`src/rtl/rf_pkg.sv`:
```
// Shared register-file types and constants, common to the ROB, the retire
// scheduler and the architectural register file.
package rf_pkg;
  localparam int XLEN     = 32;
  localparam int AW       = 5;
  localparam int ZERO_REG = 0;

  typedef struct packed {
    logic [AW-1:0]   rd;
    logic [XLEN-1:0] data;
  } rf_wr_t;
endpackage

```
`src/rtl/rf_wb_fifo.sv`:
```
// Dual-push / dual-pop circular write-back buffer. Entries are exposed in age
// order (index 0 = head) so that the ports and the forwarding search can use them.
module rf_wb_fifo #(
  parameter int  DEPTH = 4,
  parameter int  XLEN  = 32,
  parameter int  AW    = 5,
  localparam int PW    = $clog2(DEPTH),
  localparam int CW    = PW + 1
) (
  input  logic                        clk,
  input  logic                        reset_n,
  input  logic [1:0]                  push_cnt,
  input  logic [AW-1:0]               push_rd0,
  input  logic [XLEN-1:0]             push_data0,
  input  logic [AW-1:0]               push_rd1,
  input  logic [XLEN-1:0]             push_data1,
  input  logic [1:0]                  pop_cnt,
  output logic [CW-1:0]               count,
  output logic [DEPTH-1:0]            ent_valid,
  output logic [DEPTH-1:0][AW-1:0]    ent_rd,
  output logic [DEPTH-1:0][XLEN-1:0]  ent_data
);
  // Pointers carry one extra wrap bit so a full buffer differs from an empty one.
  logic [CW-1:0]              wptr, rptr;
  logic [PW-1:0]              widx0, widx1;
  logic [DEPTH-1:0][AW-1:0]   mem_rd;
  logic [DEPTH-1:0][XLEN-1:0] mem_data;

  assign widx0 = wptr[PW-1:0];
  assign widx1 = widx0 + 1'b1;
  assign count = wptr - rptr;

  always_ff @(posedge clk or negedge reset_n) begin
    if (!reset_n) begin
      wptr <= '0;
      rptr <= '0;
    end else begin
      wptr <= wptr + CW'(push_cnt);
      rptr <= rptr + CW'(pop_cnt);
    end
  end

  always_ff @(posedge clk) begin
    if (push_cnt != 2'd0) begin
      mem_rd[widx0]   <= push_rd0;
      mem_data[widx0] <= push_data0;
    end
    if (push_cnt == 2'd2) begin
      mem_rd[widx1]   <= push_rd1;
      mem_data[widx1] <= push_data1;
    end
  end

  for (genvar g = 0; g < DEPTH; g++) begin : g_view
    logic [PW-1:0] idx;
    assign idx          = rptr[PW-1:0] + PW'(g);
    assign ent_valid[g] = CW'(g) < count;
    assign ent_rd[g]    = mem_rd[idx];
    assign ent_data[g]  = mem_data[idx];
  end
endmodule

```
`src/rtl/rf_retire_scheduler.sv`:
```
// Buffers up to two retirements per cycle and drains them in order onto the two
// RF write ports, suppressing same-rd collisions and forwarding pending values.
module rf_retire_scheduler #(
  parameter int  DEPTH = 4,
  parameter int  XLEN  = rf_pkg::XLEN,
  parameter int  AW    = rf_pkg::AW,
  localparam int CW    = $clog2(DEPTH) + 1
) (
  input  logic            clk,
  input  logic            reset_n,
  input  logic            in0_valid,
  input  logic [AW-1:0]   in0_rd,
  input  logic [XLEN-1:0] in0_data,
  input  logic            in1_valid,
  input  logic [AW-1:0]   in1_rd,
  input  logic [XLEN-1:0] in1_data,
  output logic            in_ready,
  output logic [AW-1:0]   rd1,
  output logic [XLEN-1:0] rd1_data,
  output logic            regWrite1,
  output logic [AW-1:0]   rd2,
  output logic [XLEN-1:0] rd2_data,
  output logic            regWrite2,
  input  logic [AW-1:0]   rs1,
  input  logic [AW-1:0]   rs2,
  output logic            fwd1_hit,
  output logic            fwd2_hit,
  output logic [XLEN-1:0] fwd1_data,
  output logic [XLEN-1:0] fwd2_data,
  output logic [CW-1:0]   count
);
  import rf_pkg::*;

  logic                       keep0, keep1, port1, port2, waw;
  logic [1:0]                 push_cnt, pop_cnt;
  logic [AW-1:0]              prd0;
  logic [XLEN-1:0]            pdata0;
  logic [DEPTH-1:0]           ent_valid;
  logic [DEPTH-1:0][AW-1:0]   ent_rd;
  logic [DEPTH-1:0][XLEN-1:0] ent_data;
  logic [1:0][AW-1:0]         rs_l;
  logic [1:0]                 hit_l;
  logic [1:0][XLEN-1:0]       fdata_l;

  // Credit comes only from the registered occupancy; a same-cycle drain is not counted.
  assign in_ready = (DEPTH - int'(count)) >= 2;

  // Compact the two slots: x0 or invalid slots leave no hole in the queue.
  assign keep0    = in0_valid && (in0_rd != AW'(ZERO_REG));
  assign keep1    = in1_valid && (in1_rd != AW'(ZERO_REG));
  assign push_cnt = in_ready ? ({1'b0, keep0} + {1'b0, keep1}) : 2'd0;
  assign prd0     = keep0 ? in0_rd   : in1_rd;
  assign pdata0   = keep0 ? in0_data : in1_data;

  assign pop_cnt  = (count >= CW'(2)) ? 2'd2 : ((count != '0) ? 2'd1 : 2'd0);

  rf_wb_fifo #(.DEPTH(DEPTH), .XLEN(XLEN), .AW(AW)) u_fifo (
    .clk        (clk),
    .reset_n    (reset_n),
    .push_cnt   (push_cnt),
    .push_rd0   (prd0),
    .push_data0 (pdata0),
    .push_rd1   (in1_rd),
    .push_data1 (in1_data),
    .pop_cnt    (pop_cnt),
    .count      (count),
    .ent_valid  (ent_valid),
    .ent_rd     (ent_rd),
    .ent_data   (ent_data)
  );

  assign port1     = ent_valid[0];
  assign port2     = ent_valid[1];
  // Older write would be overwritten by the younger one in the same cycle anyway.
  assign waw       = port2 && (ent_rd[0] == ent_rd[1]);
  assign regWrite1 = port1 && !waw;
  assign regWrite2 = port2;
  assign rd1       = port1 ? ent_rd[0]   : '0;
  assign rd1_data  = port1 ? ent_data[0] : '0;
  assign rd2       = port2 ? ent_rd[1]   : '0;
  assign rd2_data  = port2 ? ent_data[1] : '0;

  assign rs_l = {rs2, rs1};

  // Scan oldest to youngest so the youngest match is the one left standing.
  always_comb begin
    hit_l   = '0;
    fdata_l = '0;
    for (int p = 0; p < 2; p++) begin
      for (int i = 0; i < DEPTH; i++) begin
        if (ent_valid[i] && (rs_l[p] != AW'(ZERO_REG)) && (ent_rd[i] == rs_l[p])) begin
          hit_l[p]   = 1'b1;
          fdata_l[p] = ent_data[i];
        end
      end
    end
  end

  assign fwd1_hit  = hit_l[0];
  assign fwd2_hit  = hit_l[1];
  assign fwd1_data = fdata_l[0];
  assign fwd2_data = fdata_l[1];
endmodule

```
`config.mk`:
```
export PLATFORM = sky130hd
export DESIGN_NAME = rf_retire_scheduler
export DESIGN_NICKNAME = d
export VERILOG_FILES = /design/src/rtl/rf_pkg.sv /design/src/rtl/rf_wb_fifo.sv /design/src/rtl/rf_retire_scheduler.sv
export SDC_FILE = /design/constraint.sdc
export NUM_CORES = 1
export LEC_CHECK = 0
export ABC_CLOCK_PERIOD_IN_PS = 6000
export CELL_PAD_IN_SITES_DETAIL_PLACEMENT = 2
export CELL_PAD_IN_SITES_GLOBAL_PLACEMENT = 2
export CORE_MARGIN = 8
export CORE_UTILIZATION = 35
export DETAILED_ROUTE_END_ITERATION = 7
export PLACE_DENSITY = 0.88
export SLEW_MARGIN = 10
export SYNTH_ARGS = -nofsm -noshare
export SYNTH_HDL_FRONTEND = slang
export SYNTH_HIERARCHICAL = 1
export SYNTH_SLANG_ARGS = --single-unit
export TNS_END_PERCENT = 1
```
`constraint.sdc`:
```
create_clock -name clk -period 6 [get_ports clk]
set_input_delay 1.2 -clock clk [delete_from_list [all_inputs] [get_ports clk]]
set_output_delay 1.2 -clock clk [all_outputs]
set_load 0.01 [all_outputs]
```
==> tab_implementation.tex, run 1 <==
% Auto-generated results table
\begin{tabular}{lr}
\hline
Metric & Value \\
\hline
\multicolumn{2}{l}{\textbf{Status}} \\
\quad Outcome & finished, final reports clean \\
\multicolumn{2}{l}{\textbf{Critical path}} \\
\quad Critical path fanouts, max & between 40 and 50 \\
\quad Required time worst endpoint & between 4 and 5 ns \\
\quad R2r setup slk & 0.98 ns \\
\quad Critical register-to-register path endpoint & u\_fifo/mem\_data[80] \\
\quad Capturing instance or port of the critical path & fwd2\_data[17] \\
\quad Classification of the worst setup path & flip-flop to output pin \\
\quad Arrival @ worst endpoint & 4.56 ns \\
\quad CP startpoint kind & flip-flop \\
\quad RR Startpoint & u\_fifo/wptr[0] \\
\quad Crit path from & u\_fifo/wptr[0] \\
\multicolumn{2}{l}{\textbf{Synthesis}} \\
\quad Largest area contributor in the netlist & sky130\_fd\_sc\_hd\_\_mux4\_2 \\
\quad Area fraction of the dominant cell type after synthesis & 0.2361 \\
\quad Post-Syn Instances & around 1700 \\
\quad Mean instance size in the synthesized netlist & 8.394 um\^{}2 \\
\quad Warning count from the yosys run & 6 \\
\quad Area figure in the yosys stat output & 14120 um\^{}2 \\
\quad Count leader, synth & sky130\_fd\_sc\_hd\_\_nor2\_1 \\
\quad Flip-flop and latch count after synthesis & about 150 \\
\quad Area of the mapped netlist & between 10000 and 15000 um\^{}2 \\
\quad Sequential cell area fraction in the yosys report & 0.2205 \\
\quad Primary FF master, synth & sky130\_fd\_sc\_hd\_\_dfxtp\_1 \\
\quad Synth async-reset ratio & 0.03896 \\
\quad EDFF count, synth & 0 \\
\multicolumn{2}{l}{\textbf{Timing}} \\
\quad Measured slew at the worst slew-check pin & around 1.3 ns \\
\quad Post-route worst hold slack & a little over 0.5 ns \\
\quad Setup clock skew after layout & around 0.015 ns \\
\quad Final count of negative-setup-slack endpoints & 0 \\
\quad Hold Fails Final Rpt & 0 \\
\quad Achievable Freq & 173.6 MHz \\
\quad Post-route setup TNS & 0 ns \\
\quad Remaining max-slew budget at the tightest pin & 0.1526 \\
\quad RSZ-0062 raised after global routing & no \\
\quad Minimum clock period & 5.761 ns \\
\quad Worst-case setup margin in the final layout & between 0.2 and 0.25 ns \\
\quad Share of the clock period used by the worst path after layout & 0.9601 \\
\multicolumn{2}{l}{\textbf{Clocking}} \\
\quad Clock tree root buffer cell & sky130\_fd\_sc\_hd\_\_clkbuf\_16 \\
\quad Worst-skew pair later-pin latency & about 0.44 ns \\
\quad Largest buffer count on any clock path & 2 \\
\quad H-tree depth & 4 \\
\quad CTS tree & yes \\
\quad Cts hold-fix bufs & 0 \\
\quad Clk pin slew, worst setup/hold paths & 0.07 ns \\
\quad Cts bufs inserted & 17 \\
\quad Number of buffers inserted to repair setup after CTS & 0 \\
\quad Clock sinks & approximately 150 \\
\multicolumn{2}{l}{\textbf{Global routing}} \\
\quad Number of global-route vias before repair & approximately 17000 \\
\quad Total track usage & 0.2600 \\
\quad Initial antenna violation count & 5 \\
\multicolumn{2}{l}{\textbf{Detailed routing}} \\
\quad Via count & approximately 15000 \\
\quad Drt first-iter violations & about 1200 \\
\quad Via/cell ratio & $\sim$6.4 \\
\quad Final antenna-violating net count & 0 \\
\quad Number of remaining DRC errors & 0 \\
\quad Mean routed wirelength per cell & 27.02 um \\
\multicolumn{2}{l}{\textbf{Layout}} \\
\quad Area occupied by multi-input gates & about 10000 um\^{}2 \\
\quad Clock tree buffer count of the final layout & 18 \\
\quad Layout cells sized above 1 & 0.1441 \\
\quad FILL cells & 4424 \\
\quad Top Registers & u\_fifo/mem\_data x128, u\_fifo/mem\_rd x20 \\
\quad N\_diodes & 5 \\
\quad Register area & approximately 3100 um\^{}2 \\
\quad Most instantiated logic cells after routing & sky130\_fd\_sc\_hd\_\_nor2\_1 (246), sky130\_fd\_sc\_hd\_\_clkdlybuf4s50\_1 (233), sky130\_fd\_sc\_hd\_\_nand2\_1 (214), sky130\_fd\_sc\_hd\_\_o21ai\_0 (149) \\
\quad Logic share of the area & 0.5736 \\
\quad Total Nets Final & about 1900 \\
\quad Number of non-clock inverters in the layout & approximately 82 \\
\quad Biggest Area Class & logic gates \\
\quad Top register by number of flip-flops & u\_fifo/mem\_data \\
\quad Share of final layout cell area taken by non-clock buffers & 0.1530 \\
\multicolumn{2}{l}{\textbf{Die}} \\
\quad Horizontal extent of the die & around 220 um \\
\quad Number of top-level pins & 234 \\
\quad Die outline height & approximately 220 um \\
\quad Effective utilization at floorplan & 0.3545 \\
\multicolumn{2}{l}{\textbf{Place}} \\
\quad Setup slack at placement & roughly 0.51 ns \\
\quad Cell Area, Placed & around 16000 um\^{}2 \\
\quad HPWL after detailed placement & between 40000 and 50000 um \\
\multicolumn{2}{l}{\textbf{Run}} \\
\quad Count of max-cap constraint violations & 0 \\
\hline
\end{tabular}
-- run 1: metal layers --
metal | vias to the layer above | track usage | wire length, um
met3 | 165 | 0.03440 | 3288
met4 | 0 | 0.1348 | 2737
met5 | - | 0 | 0
met1 | 7676 | 0.3110 | 25120
li1 | 6386 | - | -
met2 | 608 | 0.4528 | 31540
-- run 1: critical path, stage by stage, from the launching register on --
cell                              delay, ns
sky130_fd_sc_hd__dfrtp_4               0.73
sky130_fd_sc_hd__inv_4                 0.06
sky130_fd_sc_hd__ha_1                  0.23
sky130_fd_sc_hd__fa_1                  0.39
sky130_fd_sc_hd__xor2_1                0.23
sky130_fd_sc_hd__xnor2_2               0.15
sky130_fd_sc_hd__o21ai_0               0.20
sky130_fd_sc_hd__nand4_1               0.16
sky130_fd_sc_hd__or4_4                 0.76
sky130_fd_sc_hd__buf_4                 0.34
sky130_fd_sc_hd__nor2_1                0.13
sky130_fd_sc_hd__nor2_1                0.06
sky130_fd_sc_hd__a22o_1                0.21
sky130_fd_sc_hd__clkdlybuf4s50_1       0.48
-- run 1: logic make-up (layout without fill, tap and decap cells) --
| kind of cell | Yosys count | count (layout) | synth area share |
|---|---|---|---|
| mux | 185 | 185 | 0.2623 |
| compound gates | 400 | 400 | 0.1967 |
| simple gates | 615 | 615 | 0.1856 |
| fa+ha+maj | 10 | 10 | 0.01046 |
| other cells | 0 | 5 | 0 |
| buf+inv | 269 | 377 | 0.09403 |
| flops | 154 | 154 | 0.2205 |
| xor+xnor | 49 | 49 | 0.03040 |
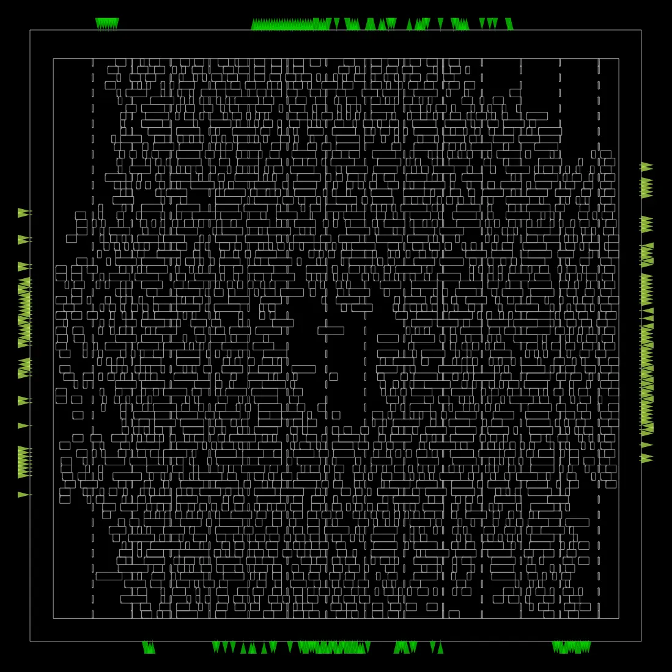
**Above:** run 1 (cell outlines without signal wires).
final design utilization: 0.4281
non-filler instance count after layout: 2320

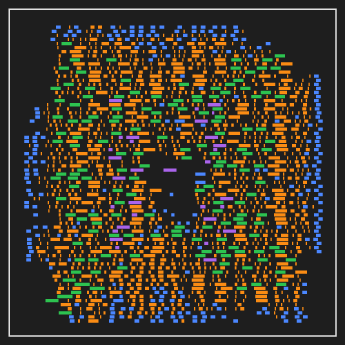
**Above:** run 1 (cells colored by class).
Scale: 1.5 px per um.
purple -> clock drivers and dummy loads  # cells 32, share of their area 3.4%
orange -> all other logic  # cells 1341, share of their area 62%
blue -> other buffers and delay cells  # cells 263, share of their area 16%
green -> flip-flops  # cells 154, share of their area 19%

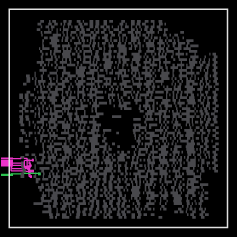
**Above:** run 1 (wires at chosen ports, followed through buffers).
Scale: 1 px per um.
green -> `in1_valid`  # direction input, end cells 1, buffers 1, wire 27.1 um
magenta -> `in0_rd`  # direction input, end cells 7, buffers 5, wire 142 um

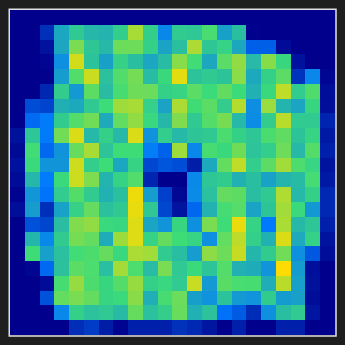
**Above:** run 1 (cell density map).
Scale: 1.5 px per um. 22 x 22 tiles, from dark blue (low) to red (high), 0 to 100% covered.
mean over tiles = 35%
nearly empty tiles = 16%
fullest tile = 75%

## Run 2: what changed since run 1
- CORE_ASPECT_RATIO: default -> 0.6
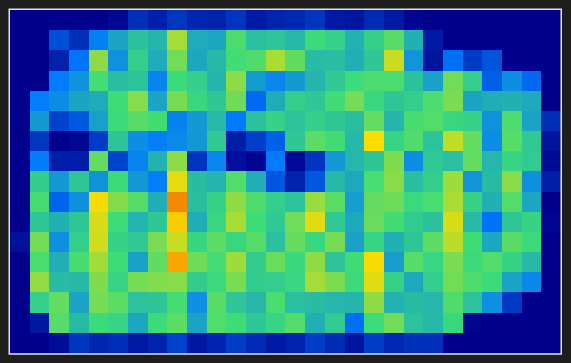
**Above:** run 2 (cell density map).
Scale: 2 px per um. 28 x 17 tiles, from dark blue (low) to red (high), 0 to 100% covered.
nearly empty tiles = 14%
mean over tiles = 35%
tiles over 75% full = 0.60%
fullest tile = 84%

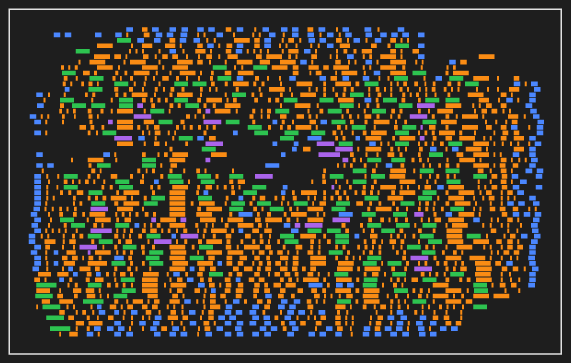
**Above:** run 2 (cells colored by class).
Scale: 2 px per um.
purple -> clock drivers and dummy loads  # cells 32, share of their area 3.5%
blue -> other buffers and delay cells  # cells 269, share of their area 16%
orange -> all other logic  # cells 1344, share of their area 61%
green -> flip-flops  # cells 154, share of their area 19%

==> tab_implementation.tex, run 2 <==
% Auto-generated results table
\begin{tabular}{lr}
\hline
Metric & Value \\
\hline
\multicolumn{2}{l}{\textbf{Critical path}} \\
\quad Classification of the worst setup path & flip-flop to output pin \\
\quad CP startpoint kind & flip-flop \\
\quad Crit path from & u\_fifo/rptr[0] \\
\quad R2r setup slk & between 0.9 and 1 ns \\
\multicolumn{2}{l}{\textbf{Layout}} \\
\quad Top register by number of flip-flops & u\_fifo/mem\_data \\
\quad Most instantiated logic cells after routing & sky130\_fd\_sc\_hd\_\_nor2\_1 (246), sky130\_fd\_sc\_hd\_\_clkdlybuf4s50\_1 (233), sky130\_fd\_sc\_hd\_\_nand2\_1 (214) \\
\quad Non-filler instance count after layout & between 2000 and 2500 \\
\quad Top Registers & u\_fifo/mem\_data x128, u\_fifo/mem\_rd x20 \\
\quad Final design utilization & 0.4276 \\
\quad Register area & $\sim$3100 um\^{}2 \\
\quad FILL cells & 4441 \\
\multicolumn{2}{l}{\textbf{Clocking}} \\
\quad Clock tree root buffer cell & sky130\_fd\_sc\_hd\_\_clkbuf\_16 \\
\quad Clock sinks & 154 \\
\quad H-tree depth & 4 \\
\quad Cts bufs inserted & 17 \\
\quad Worst-skew pair later-pin latency & between 0.4 and 0.5 ns \\
\quad Cts hold-fix bufs & 0 \\
\quad CTS tree & yes \\
\quad Largest buffer count on any clock path & 2 \\
\multicolumn{2}{l}{\textbf{Detailed routing}} \\
\quad Mean routed wirelength per cell & 28.67 um \\
\quad Via/cell ratio & about 6.5 \\
\quad Number of remaining DRC errors & 0 \\
\quad Drt first-iter violations & roughly 1300 \\
\quad Via count & approximately 15000 \\
\multicolumn{2}{l}{\textbf{Timing}} \\
\quad Final count of negative-setup-slack endpoints & 0 \\
\quad Post-route worst hold slack & between 0.4 and 0.5 ns \\
\quad Share of the clock period used by the worst path after layout & 0.9882 \\
\quad Setup clock skew after layout & roughly 0.0089 ns \\
\quad Hold Fails Final Rpt & 0 \\
\quad Minimum clock period & just under 6 ns \\
\multicolumn{2}{l}{\textbf{Die}} \\
\quad Effective utilization at floorplan & 0.3516 \\
\quad Number of top-level pins & between 200 and 250 \\
\quad Horizontal extent of the die & 275.3 um \\
\quad Die outline height & about 170 um \\
\multicolumn{2}{l}{\textbf{Synthesis}} \\
\quad Flip-flop and latch count after synthesis & about 150 \\
\quad Synth async-reset ratio & 0.03896 \\
\quad Sequential cell area fraction in the yosys report & 0.2205 \\
\quad Count leader, synth & sky130\_fd\_sc\_hd\_\_nor2\_1 \\
\quad Area share of and-or/or-and cells after synthesis & 0.1967 \\
\quad Largest area contributor in the netlist & sky130\_fd\_sc\_hd\_\_mux4\_2 \\
\quad Primary FF master, synth & sky130\_fd\_sc\_hd\_\_dfxtp\_1 \\
\quad Largest combinational cell category by area & multiplexers \\
\quad Area of the mapped netlist & $\sim$14000 um\^{}2 \\
\quad Area fraction of the dominant cell type after synthesis & 0.2361 \\
\quad Parity-gate share of the synthesized area counting xor and xnor cells & 0.03040 \\
\quad Warning count from the yosys run & 6 \\
\quad Simple-gate share of the synthesized area & 0.1856 \\
\quad EDFF count, synth & 0 \\
\quad Post-Syn Instances & 1682 \\
\multicolumn{2}{l}{\textbf{Global routing}} \\
\quad Initial antenna violation count & 2 \\
\quad Number of global-route vias before repair & 16152 \\
\multicolumn{2}{l}{\textbf{Run}} \\
\quad Count of max-cap constraint violations & 0 \\
\multicolumn{2}{l}{\textbf{Status}} \\
\quad Outcome & finished, final reports clean \\
\multicolumn{2}{l}{\textbf{Place}} \\
\quad Setup slack at placement & about 0.36 ns \\
\quad HPWL after detailed placement & around 44000 um \\
\hline
\end{tabular}
-- run 2: cell types whose count changed in the layout (fill, tap and decap cells not counted), moves of 3 or more --
cell	change
sky130_fd_sc_hd__buf_4	+3
sky130_fd_sc_hd__clkinv_4	-3
sky130_fd_sc_hd__clkinvlp_4	+5
sky130_fd_sc_hd__diode_2	-4
sky130_fd_sc_hd__inv_8	-4
sky130_fd_sc_hd__or4_4	+3
-- run 2: area by class of cell --
cell class,instances,area share
diodes,1,0.0001458
clock buffers,19,0.02580
clock inverters,13,0.008308
inverters,82,0.01800
multi-input cells,1262,0.5713
flip-flops and latches,154,0.1820
well taps,531,0.03870
repair buffers,269,0.1558
-- run 2: critical path: stages, from the launching register on --
cell and delay [ns]:
sky130_fd_sc_hd__dfrtp_4 0.63, sky130_fd_sc_hd__ha_1 0.27, sky130_fd_sc_hd__fa_1 0.41, sky130_fd_sc_hd__xor2_1 0.17, sky130_fd_sc_hd__xnor2_1 0.23, sky130_fd_sc_hd__o21ai_2 0.18, sky130_fd_sc_hd__nand4_1 0.51, sky130_fd_sc_hd__or4_4 0.92
sky130_fd_sc_hd__o221ai_1 0.18, sky130_fd_sc_hd__a22o_1 0.21, sky130_fd_sc_hd__clkdlybuf4s50_1 0.55
-- run 2: routing by layer --
metal | share of wire | GRT usage | up-vias
met5 | 0.00019 | 0 | -
met4 | 0.036 | 0.1015 | 2
met3 | 0.068 | 0.04651 | 170
met2 | 0.47 | 0.4511 | 734
met1 | 0.42 | 0.3516 | 7801
li1 | - | - | 6404
-- run 2: repair_timing --
action                                  4_1_cts  5_1_grt
pin swaps                                     0        3
setup buffers                                 0        4
endpoints found under the setup margin        2       40
endpoints found under the hold margin         0        0
cloned                                        0        3
resized                                       2        6
